`config.mk`:
```
export PLATFORM = sky130hd
export DESIGN_NAME = vend_sequencer
export DESIGN_NICKNAME = d
export VERILOG_FILES = /design/src/rtl/vend_sequencer.sv
export SDC_FILE = /design/constraint.sdc
export NUM_CORES = 1
export LEC_CHECK = 0
export CAP_MARGIN = 15
export CELL_PAD_IN_SITES_DETAIL_PLACEMENT = 1
export CELL_PAD_IN_SITES_GLOBAL_PLACEMENT = 2
export CORE_ASPECT_RATIO = 0.7
export CORE_MARGIN = 2
export CORE_UTILIZATION = 35
export CTS_CLUSTER_DIAMETER = 100
export CTS_CLUSTER_SIZE = 8
export DETAILED_ROUTE_END_ITERATION = 10
export PLACE_DENSITY = 0.88
export SLEW_MARGIN = 10
export SYNTH_ARGS = -nofsm -noshare
export SYNTH_HDL_FRONTEND = slang
export SYNTH_SLANG_ARGS = --single-unit
```
`constraint.sdc`:
```
create_clock -name clk -period 7.2 [get_ports clk]
set_input_delay 0.72 -clock clk [delete_from_list [all_inputs] [get_ports clk]]
set_output_delay 0.72 -clock clk [all_outputs]
set_load 0.01 [all_outputs]
```
`src/rtl/vend_sequencer.sv`:
```
`default_nettype none
// ============================================================================
// Module   : vend_sequencer
// Purpose  : Two-slot coin arbitration, credit tracking, dispense request and
//            coin-by-coin change payout for the beverage vending path.
// Revision : 1.0  initial release
// ============================================================================
module vend_sequencer #(
  parameter int PRICE_HALVES = 3,
  parameter int MAX_CREDIT   = 6,
  parameter int TIMEOUT_CYC  = 1000,
  parameter int CW           = 4
) (
  input  logic          clk,
  input  logic          rst,
  input  logic          coin_vld_a,
  input  logic [1:0]    coin_a,
  output logic          coin_rdy_a,
  input  logic          coin_vld_b,
  input  logic [1:0]    coin_b,
  output logic          coin_rdy_b,
  input  logic          cancel,
  output logic          disp_req,
  input  logic          disp_ack,
  output logic          chg_req,
  output logic [1:0]    chg_coin,
  input  logic          chg_ack,
  output logic          vend_done,
  output logic          coin_err,
  output logic [CW-1:0] credit,
  output logic          busy
);

  localparam int            c_TW        = (TIMEOUT_CYC > 1) ? $clog2(TIMEOUT_CYC) : 1;
  localparam logic [CW-1:0] c_PRICE     = CW'(PRICE_HALVES);
  localparam logic [CW-1:0] c_MAX       = CW'(MAX_CREDIT);
  localparam logic [CW-1:0] c_ACC_LIMIT = CW'(MAX_CREDIT - 2);
  localparam logic [CW-1:0] c_ONE       = CW'(1);
  localparam logic [CW-1:0] c_TWO       = CW'(2);
  localparam logic [c_TW-1:0] c_TLAST   = c_TW'(TIMEOUT_CYC - 1);

  typedef enum logic [1:0] {
    S_IDLE    = 2'd0,
    S_COLLECT = 2'd1,
    S_VEND    = 2'd2,
    S_CHANGE  = 2'd3
  } state_t;

  state_t          r_state, w_state_nxt;
  logic [CW-1:0]   r_credit, w_credit_nxt;
  logic [c_TW-1:0] r_timer, w_timer_nxt;
  logic            r_last_b;
  logic            r_chg_gap, w_chg_gap_nxt;
  logic            r_vend_done, w_vend_done_nxt;
  logic            r_coin_err;

  logic            w_open, w_grant_a, w_grant_b, w_rdy_a, w_rdy_b, w_take;
  logic [1:0]      w_code;
  logic [CW-1:0]   w_add, w_sum, w_chg_val;
  logic [CW:0]     w_sum_wide;
  logic            w_code_bad, w_chg_req;

  // Round-robin: on contention the slot that lost last time wins.
  assign w_open    = ((r_state == S_IDLE) || (r_state == S_COLLECT)) && !cancel
                     && (r_credit <= c_ACC_LIMIT);
  assign w_grant_a = coin_vld_a && (!coin_vld_b || r_last_b);
  assign w_grant_b = coin_vld_b && (!coin_vld_a || !r_last_b);
  assign w_rdy_a   = !rst && w_open && w_grant_a;
  assign w_rdy_b   = !rst && w_open && w_grant_b;
  assign w_take    = w_rdy_a || w_rdy_b;
  assign w_code    = w_rdy_a ? coin_a : coin_b;

  always_comb begin
    w_add = '0;
    case (w_code)
      2'b01:   w_add = c_ONE;
      2'b10:   w_add = c_TWO;
      default: w_add = '0;
    endcase
  end

  assign w_code_bad = w_take && ((w_code == 2'b00) || (w_code == 2'b11));
  assign w_sum_wide = {1'b0, r_credit} + {1'b0, w_add};
  assign w_sum      = (w_sum_wide > {1'b0, c_MAX}) ? c_MAX : w_sum_wide[CW-1:0];
  assign w_chg_val  = (r_credit >= c_TWO) ? c_TWO : c_ONE;
  assign w_chg_req  = (r_state == S_CHANGE) && !r_chg_gap;

  always_comb begin
    w_state_nxt     = r_state;
    w_credit_nxt    = r_credit;
    w_timer_nxt     = '0;
    w_chg_gap_nxt   = 1'b0;
    w_vend_done_nxt = 1'b0;
    case (r_state)
      S_IDLE: begin
        if (w_take) begin
          w_credit_nxt = w_sum;
          if (w_add != '0) w_state_nxt = S_COLLECT;
        end
      end
      S_COLLECT: begin
        if (w_take) w_credit_nxt = w_sum;
        if (r_credit >= c_PRICE) begin
          w_state_nxt = S_VEND;
        end else if (cancel) begin
          w_state_nxt = S_CHANGE;
        end else if (!w_take) begin
          if (r_timer == c_TLAST) w_state_nxt = S_CHANGE;
          else                    w_timer_nxt = r_timer + 1'b1;
        end
      end
      S_VEND: begin
        if (disp_ack) begin
          w_credit_nxt    = r_credit - c_PRICE;
          w_vend_done_nxt = 1'b1;
          w_state_nxt     = (r_credit > c_PRICE) ? S_CHANGE : S_IDLE;
        end
      end
      S_CHANGE: begin
        if (r_credit == '0) begin
          w_state_nxt = S_IDLE;
        end else if (w_chg_req && chg_ack) begin
          w_credit_nxt  = r_credit - w_chg_val;
          w_chg_gap_nxt = 1'b1;
          if (r_credit == w_chg_val) w_state_nxt = S_IDLE;
        end
      end
      default: w_state_nxt = S_IDLE;
    endcase
  end

  always_ff @(posedge clk or posedge rst) begin
    if (rst) begin
      r_state     <= S_IDLE;
      r_credit    <= '0;
      r_timer     <= '0;
      r_last_b    <= 1'b1;
      r_chg_gap   <= 1'b0;
      r_vend_done <= 1'b0;
      r_coin_err  <= 1'b0;
    end else begin
      r_state     <= w_state_nxt;
      r_credit    <= w_credit_nxt;
      r_timer     <= w_timer_nxt;
      r_chg_gap   <= w_chg_gap_nxt;
      r_vend_done <= w_vend_done_nxt;
      r_coin_err  <= w_code_bad;
      if (w_take) r_last_b <= w_rdy_b;
    end
  end

  assign coin_rdy_a = w_rdy_a;
  assign coin_rdy_b = w_rdy_b;
  assign disp_req   = (r_state == S_VEND);
  assign chg_req    = w_chg_req;
  assign chg_coin   = w_chg_req ? ((r_credit >= c_TWO) ? 2'b10 : 2'b01) : 2'b00;
  assign vend_done  = r_vend_done;
  assign coin_err   = r_coin_err;
  assign credit     = r_credit;
  assign busy       = (r_state == S_VEND) || (r_state == S_CHANGE);

endmodule
`default_nettype wire

```
Fig. 1: run 1, cells coloured by class
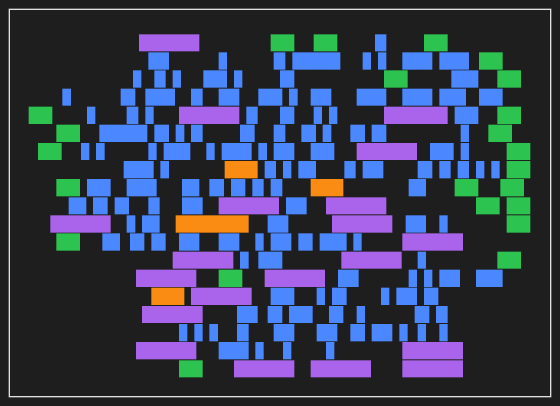
legend:
  orange:
    class: clock drivers and dummy loads
    cells: 4
  green:
    class: remaining buffers and delay cells
    cells: 23
  purple:
    class: sequential cells
    cells: 20
  blue:
    class: combinational and other logic
    cells: 135
total number of placement rows: 19
post-route core utilization: 45.12%
Seq area share: 28.18%
Floorplan Core Area: 3946 µm²

Fig. 2: run 1, routing congestion map
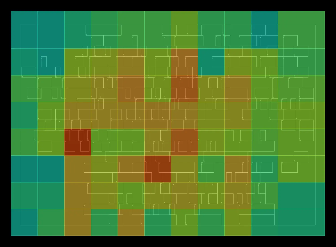
global-route track usage on met3: 3.115%
met1 usage in global routing: 26.51%
routed wirelength normalized by instance count: 15.40 µm
peak-usage layer in the global routing report: met2

Fig. 3: run 1, drive-strength map
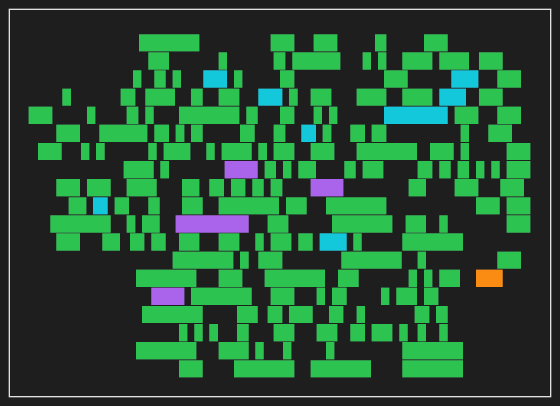
legend:
  cyan:
    size: _2 cells
    cells: 8
    share: 4.4%
  orange:
    size: _3 and _4 cells
    cells: 1
    share: 0.55%
  purple:
    size: _6 and larger
    cells: 4
    share: 2.2%
  green:
    size: _0 and _1 cells
    cells: 169
    share: 93%
area growth from synthesis to final layout: 22.25%
final setup slack of the worst path: 3153 ps

==> git commit body, run 1 <==
Record implementation results from latest flow run

* Routed vias: 1243
- Die X: 81.10 µm
* Critical path data required time: 7360 ps
- Launching point of the worst reg2reg path: r_state[1]
- Number of setup buffers added after CTS: 0
- After synthesis, flip-flops and latches occupy 34.45% of the total area.
- Setup Skew: 7.709 ps
* Commonest cells after routing, fill and taps aside: sky130_fd_sc_hd__clkdlybuf4s50_1 (23), sky130_fd_sc_hd__nor2_1 (22), sky130_fd_sc_hd__dfrtp_1 (19)
- The wire-length estimate of the detail-placed layout is 2840 µm.
- Maximum operating frequency: 247.1 MHz
- Of all cell types, the one taking the most synthesized area is sky130_fd_sc_hd__dfrtp_1.
- DIE HEIGHT: 57.97 µm
- The critical path maximum fanout is 5.
* Total Routed Length: 3604 µm
- OpenROAD reports that the post-layout worst path occupies 56.21% of the period.
- The post-synth count of flops with an enable pin is 0.
- Synthesized area divided by synthesized cell count: 8.990 µm²
- The worst setup path is of the in2reg kind.
- Initial detailed-routing violation count: 45
- The tightest hold path in the finished design has a slack of 473.5 ps.
* Outcome: finished, final reports clean
- In the final timing run, aggregate negative setup slack is 0 ps.
- Per the synthesis report, the single largest cell type by area occupies 32.65% of cell area.
- ANT cells: 0
- Element type at the critical path end: flop
* Filler cell count: 466
- Count of yosys warnings during synthesis: 0
## run 1: logic make-up after synthesis
kind of cell / Yosys count / synth area share, %
compound gates: 29 / 14.86
xor+xnor: 9 / 5.412
fa+ha+maj: 11 / 10.48
buf+inv: 21 / 6.528
flops: 20 / 34.45
mux: 5 / 3.608
simple gates: 67 / 24.66
## run 1: path summary, 6_finish.rpt
kind	cells past startpoint	slack, ps	end
worst max-delay path	12	3150	credit[0]
worst min-delay path	1	470	r_timer[0]
worst max register to register	11	3370	credit[0]
worst min register to register	1	470	r_timer[0]
max in group asynchronous	2	5760	r_timer[3]
min in group asynchronous	2	940	r_timer[7]
## run 1: layout make-up
cell class	instances	area (µm²)	area share, %
multi-input cells	121	859.6	48.28
flip-flops and latches	20	501.7	28.18
repair buffers	23	230.2	12.93
well taps	52	65.06	3.654
inverters	14	52.55	2.952
clock buffers	3	41.29	2.319
clock inverters	1	30.03	1.687
## run 1: state kept, by name (all words and copies together) (netlist names)
register   flops
r_timer       10
credit         4
r_state        2
coin_err       1
r_chg_gap      1
r_last_b       1
vend_done      1
## run 1: worst max-delay path, cell delays in order
cell,delay (ps)
sky130_fd_sc_hd__clkdlybuf4s50_1,440
sky130_fd_sc_hd__or4_4,560
sky130_fd_sc_hd__nor3b_1,280
sky130_fd_sc_hd__o21ai_1,240
sky130_fd_sc_hd__mux2_2,320
sky130_fd_sc_hd__ha_1,200
sky130_fd_sc_hd__ha_1,190
sky130_fd_sc_hd__inv_1,70
sky130_fd_sc_hd__fa_1,440
sky130_fd_sc_hd__o311ai_0,330
sky130_fd_sc_hd__nor2_1,80
sky130_fd_sc_hd__a221o_1,330
## run 1: cells in the mapped netlist (all sizes together), types with 2 or more instances
cell type  instances
ha                 9
a21oi              6
nor2b              5
and2               2
or2                2
nor3b              3
nand3b             2
inv               14
nand2              9
nor3               5
fa                 2
o21ai              5
o2111ai            3
o211ai             2
or3                3
nand2b             2
buf                2
and3               3
clkbuf             5
nor2              22
dfrtp             19
mux2i              3
nand4              3
mux2               2
xor2               4
o311ai             2
xnor2              5
## run 1: layer usage
metal | vias up | global-route usage [%] | routed length (µm)
met1 | 597 | 26.51 | 1887
met3 | 4 | 3.115 | 147
met5 | - | 0 | 0
met4 | 0 | 4.358 | 41
li1 | 611 | - | -
met2 | 31 | 26.80 | 1528
## run 1: report_power, final
group / leakage (nW) / switching, W / internal [W]
logic: 0.458 / 0.000155 / 0.000156
clock network: 0.0357 / 0.0000410 / 0.0000743
registers: 0.262 / 0.0000558 / 0.000139
total: 0.757 / 0.000252 / 0.000369
## run 1: per-stage QoR
step,instance area [µm²],util [%],std cells
2_1_floorplan,1456,-,162
3_3_place_gp,1709,43.31,230
3_5_place_dp,1709,43.31,230
4_1_cts,1780,45.12,234
5_1_grt,1780,45.12,234
6_report,1780,45.12,234
Fig. 4: run 1, cell area per tile
Scale bar: 20 µm. 8 x 6 tiles, from dark blue (low) to red (high), 0 to 100% covered.
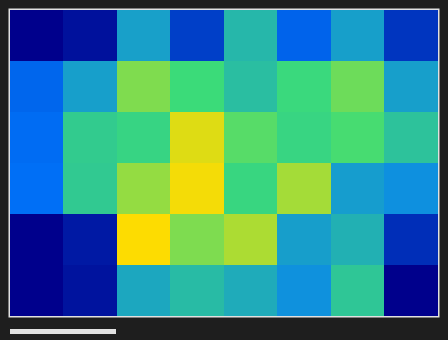

==> inputs of run 2 (changes only) <==
- CORE_UTILIZATION: 35 -> 32
- PLACE_DENSITY: 0.88 -> 0.82
- clock period: 7.2 -> 4.2 ns (I/O delays scaled with it)
Fig. 5: run 2, cell area per tile
Scale bar: 20 µm. 8 x 6 tiles, from dark blue (low) to red (high), 0 to 100% covered.
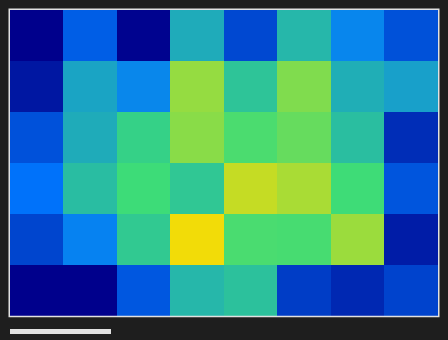
fullest tile: 73%
nearly empty tiles: 8.3%
densest ninth of the die: centre
mean over tiles: 34%
Floorplan Core Area: 4354 µm²
post-route core utilization: 41.15%
FP Util: 33.45%

Fig. 6: run 2, drive-strength map
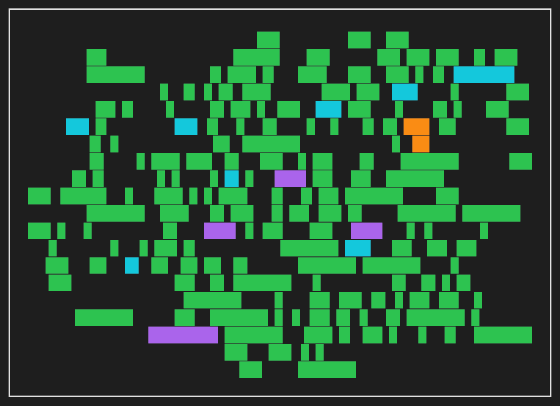
legend:
  purple:
    size: _6 and larger
    cells: 4
    share: 2.2%
  orange:
    size: _3 and _4 cells
    cells: 2
    share: 1.1%
  cyan:
    size: _2 cells
    cells: 8
    share: 4.4%
  green:
    size: _0 and _1 cells
    cells: 169
    share: 92%
count of buffers not belonging to the clock network in the layout: 24
area growth from synthesis to final layout: 23.02%

==> git commit body, run 2 <==
Record implementation results from latest flow run

- Endpoint with the worst hold slack: r_timer[0]
- The die is 60.45 µm tall.
* Largest fanout on the critical path: 6
- Cell with the biggest individual delay on the critical path: sky130_fd_sc_hd__dfrtp_1
- Cell chain of the critical path: inv_1 > ha_1 > nor2b_1 > nor3b_1 > o21ai_1 > mux2_2 > ha_1 > ha_1 > inv_1 > fa_1 > o311ai_0 > nor2_1 > a221o_1
- Count of yosys warnings during synthesis: 0
- Worst flop-to-flop path endpoint: credit[0]
- Share of the synthesized area in the top cell type: 32.65%
* Flip-flops with a built-in enable: 0
* Worst-case reg-to-reg path depth: 13
- Reg2reg setup slack: 380 ps
- In this run the horizontal extent of the chip is 84.64 µm.
* Register bank with the most flops: r_timer
* Number of setup buffers added after CTS: 0
- HPWL after detailed placement: 3032 µm
- ANT cells: 0
- Across the whole layout, storage elements account for 501.7 µm².
- Top cell by count, worst path: sky130_fd_sc_hd__ha_1
* Critical path class: reg2reg
- Post-route design area: 1792 µm²
- In the final layout, the fill cell count is 532.
* List of most frequent post-synthesis cells: sky130_fd_sc_hd__nor2_1 (22), sky130_fd_sc_hd__dfrtp_1 (19), sky130_fd_sc_hd__inv_1 (14)
- The final route contains 1251 vias.
- The register with the most flip-flops in the layout has 10 of them.
- The flow ran to the end, and the final reports show no timing, DRC or antenna violations.
* Max incr delay on CP: 470 ps
* Critical path data required time: 4350 ps
- Setup Skew: 2.220 ps
* Maximum operating frequency: 261.7 MHz
- Among all cell types in the netlist, the one instantiated most often is sky130_fd_sc_hd__nor2_1.
- Total Routed Length: 3921 µm
* Area post-placement: 1720 µm²
Fig. 7: run 2, wire density map
Scale bar: 20 µm. 17 x 12 tiles, from dark blue (low) to red (high), scaled to the fullest tile. Values are wire area over tile area, all layers added.
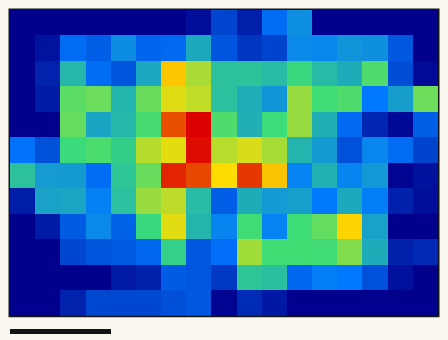
mean over tiles: 0.12
fullest tile: 0.40
emptiest ninth of the die: south-west
densest ninth of the die: centre
nearly empty tiles: 19%
tiles over half the peak: 21%
routed wirelength normalized by instance count: 16.47 µm
overall track demand over capacity in global routing: 16.44%

==> run 2: cell counts after synthesis <==
Identical to the previous run, type by type.
==> run 2: final cells by class <==
type | instances | share of cell area (%)
Clock buffer | 3 | 2.304
Timing Repair Buffer | 24 | 13.27
Inverter | 14 | 2.933
Multi-Input combinational cell | 121 | 47.97
Clock inverter | 1 | 1.676
Tap cell | 55 | 3.841
Sequential cell | 20 | 28.00
==> run 2: cells by family after synthesis <==
family,Yosys count,share of synthesized area (%)
compound gates,29,14.86
xor+xnor,9,5.412
flops,20,34.45
simple gates,67,24.66
buf+inv,21,6.528
mux,5,3.608
fa+ha+maj,11,10.48
==> run 2: per-layer routing <==
layer | GRT usage, % | wire length (µm) | vias up
li1 | - | - | 615
met1 | 22.28 | 1948 | 615
met2 | 27.78 | 1838 | 17
met3 | 3.537 | 111 | 4
met4 | 3.401 | 23 | 0
met5 | 0 | 0 | -
==> run 2: per-stage QoR <==
stage                     hold slack, ps  utilization [%]  std cells
final                              465.3            41.15        238
after global routing               483.8            41.15        238
after CTS                          469.1            41.15        238
after detailed placement           457.2            39.51        234
after global placement             449.0            39.51        234
after floorplan                    383.1                -        162
==> run 2: where the power goes <==
part / leakage, nW / internal, W / switching, W / total [W]
registers: 0.262 / 0.000238 / 0.0000768 / 0.000315
clock network: 0.0357 / 0.000127 / 0.0000725 / 0.000200
logic: 0.463 / 0.000274 / 0.000297 / 0.000571
total: 0.761 / 0.000640 / 0.000447 / 0.00109
==> run 2: worst max-delay path by stage <==
stage | to | depth (start not counted) | slack, ps | startpoint
after detailed placement | credit[0] | 12 | 150 | cancel
after CTS | credit[0] | 13 | 350 | credit[1]
after global routing | credit[0] | 13 | 130 | credit[1]
final | credit[0] | 13 | 380 | credit[1]
after floorplan | credit[0] | 12 | 760 | credit[3]
after global placement | credit[0] | 12 | 300 | cancel
Fig. 8: run 2, cells coloured by class
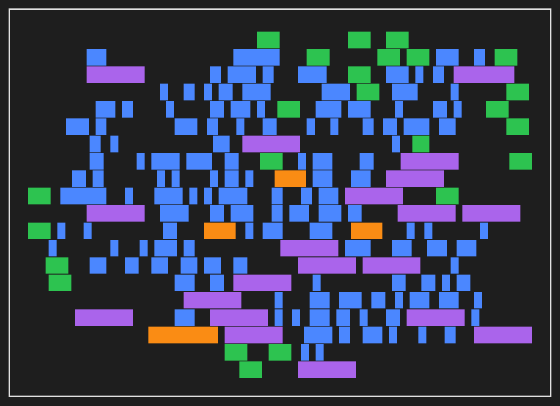

==> inputs of run 3 (changes only) <==
--- a/constraint.sdc
+++ b/constraint.sdc
@@ -3,2 +3,2 @@
 set_output_delay 0.42 -clock clk [all_outputs]
-set_load 0.01 [all_outputs]
+set_load 0.05 [all_outputs]
Fig. 9: run 3, cells coloured by class
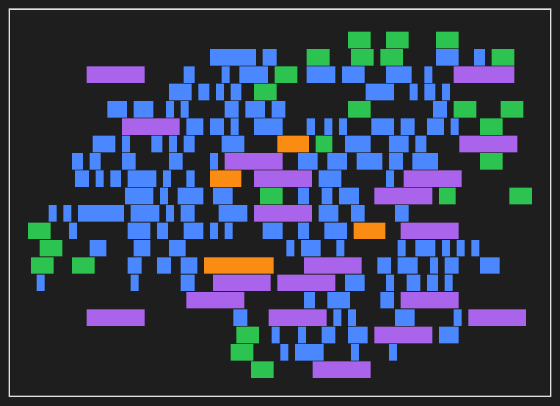
legend:
  orange:
    class: clock drivers and dummy loads
    cells: 4
  purple:
    class: sequential cells
    cells: 20
  green:
    class: remaining buffers and delay cells
    cells: 25
  blue:
    class: combinational and other logic
    cells: 135
post-route design area: 1799 µm²
total number of placement rows: 20
post-route core utilization: 41.32%

Fig. 10: run 3, cell area per tile
Scale bar: 20 µm. 8 x 6 tiles, from dark blue (low) to red (high), 0 to 100% covered.
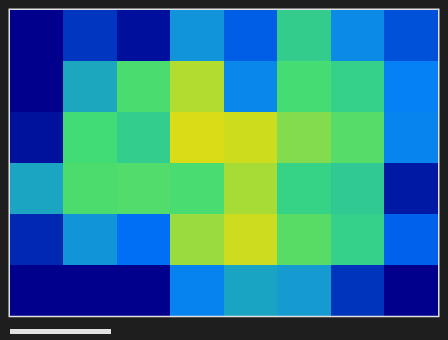
mean over tiles: 34%
densest ninth of the die: centre
nearly empty tiles: 13%
fullest tile: 70%

==> git commit body, run 3 <==
Record implementation results from latest flow run

- Parity-gate share of the synthesized area counting xor and xnor cells: 5.412%
* Comb pwr share: 58.6%
* Commonest cells after routing, fill and taps aside: sky130_fd_sc_hd__clkdlybuf4s50_1 (23), sky130_fd_sc_hd__nor2_1 (22), sky130_fd_sc_hd__dfrtp_1 (19)
* Crit path buffers/inverters: 2
* Complex-gate fraction of the synthesized area: 14.86%
- Element type at the critical path end: flop
- The worst register-to-register path ends at credit[0].
- Hold analysis lists the worst path endpoint as r_timer[0].
* Cell chain of the critical path: inv_1 > ha_1 > nor2b_1 > nor3b_1 > o21ai_1 > mux2_2 > ha_1 > ha_1 > inv_1 > fa_1 > o311ai_0 > nor2_1 > a221o_1
* FP Util: 33.45%
- Worst-case reg-to-reg path depth: 13
- In this run the standard cell core region covers 4354 µm².
- Synthesized area divided by synthesized cell count: 8.990 µm²
- Outcome: finished, final reports clean
- The detailed router finished its first iteration with 40 violations.
* Flip-flop count of the largest register after layout: 10
* Flip-flops with a built-in enable: 0
- NetSw: 0.0005717 W
- In the placement report, post-DP HPWL is listed as 2981 µm.
- Finished Layout Cells: 239
- In the final routed layout, each cell accounts on average for 16.14 µm.
- Setup Skew: 6.526 ps
* Register bank with the most flops: r_timer
- At the worst endpoint, the required time is 4350 ps.
- Synth top cell by count: sky130_fd_sc_hd__nor2_1
- Cell count after placement: 235
- ANT cells: 0
- On the worst path, the slowest cell contributes a delay of 470 ps.
- Warnings reported by Yosys during synthesis add up to 0.
- Of the post-synthesis cell area, the part taken by muxes is 3.608%.
- Reg2reg setup slack: 340 ps
- By area, the combinational part of the netlist is dominated by simple AND/OR/NAND/NOR gates.
- Launching point of the worst reg2reg path: credit[1]
- Post-synth top area cell: sky130_fd_sc_hd__dfrtp_1
- Switching Share: 46.95%
* Clock power frac: 16.4%
- Worst Hold Path Cells: 1
- Setup slack on the critical path of the routed design comes to 336.7 ps.
* Die X: 84.64 µm
- Across all hold checks on the routed design, the worst slack comes to 465.3 ps.
* Cycle use final: 91.98%
- Per the timing report, the achievable frequency comes out to 258.8 MHz.
- Accumulated negative setup slack: 0 ps
Fig. 11: run 3, wire density map
Scale bar: 20 µm. 17 x 12 tiles, from dark blue (low) to red (high), scaled to the fullest tile. Values are wire area over tile area, all layers added.
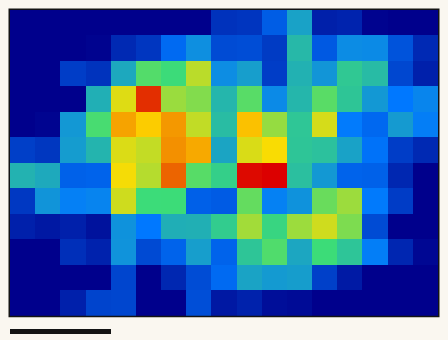
mean over tiles: 0.12
nearly empty tiles: 23%
densest ninth of the die: centre
emptiest ninth of the die: south-west
routed vias: 1249
overall track demand over capacity in global routing: 16.75%
Total Routed Length: 3858 µm

-- run 3: cell counts after synthesis --
No cell type changed its count.
-- run 3: per-stage QoR --
stage / utilization, % / instance area, µm²
CTS: 41.32 / 1799
global route: 41.32 / 1799
global placement: 39.68 / 1728
floorplan: - / 1456
finish: 41.32 / 1799
detailed placement: 39.68 / 1728
-- run 3: metal layers --
metal	track usage, %	vias up	share of wire (%)
li1	-	616	-
met1	23.07	613	52
met2	26.88	15	44
met3	3.537	5	2.5
met4	5.442	0	1.3
met5	0	-	0
-- run 3: cell type report --
cell class / instances / area [µm²]
Inverter: 14 / 52.55
Clock inverter: 1 / 30.03
Sequential cell: 20 / 501.7
Tap cell: 55 / 68.82
Fill cell: 517 / 2555
Timing Repair Buffer: 25 / 245.2
Multi-Input combinational cell: 121 / 859.6
Clock buffer: 3 / 41.29
-- run 3: power groups by stage --
stage	registers, W	clock network (W)	logic [W]
6_report	0.000304	0.000200	0.000714
5_1_grt	0.000313	0.000209	0.000784
4_1_cts	0.000302	0.000202	0.000721
3_5_place_dp	0.000305	0	0.000715
3_3_place_gp	0.000306	0	0.000699
2_1_floorplan	0.000350	0	0.000467
-- run 3: cell families (layout without fill, tap and decap cells) --
| logic type | Yosys count | count (layout) |
|---|---|---|
| adder cells (fa/ha/maj) | 11 | 11 |
| XOR/XNOR | 9 | 9 |
| AND-OR/OR-AND | 29 | 29 |
| flip-flops | 20 | 20 |
| multiplexers | 5 | 5 |
| AND/OR/NAND/NOR | 67 | 67 |
| buffers and inverters | 21 | 43 |
-- run 3: how the worst max path moves through the flow --
| stage | from | to | slack [ps] | cells past startpoint |
|---|---|---|---|---|
| 2_1_floorplan | credit[1] | credit[0] | 460 | 13 |
| 3_3_place_gp | cancel | credit[0] | 310 | 12 |
| 3_5_place_dp | cancel | credit[0] | 110 | 12 |
| 4_1_cts | credit[1] | credit[0] | 300 | 13 |
| 5_1_grt | credit[1] | credit[0] | 70 | 13 |
| 6_report | credit[1] | credit[0] | 340 | 13 |
No activity file was given, so power comes from the tool's default toggle rates.
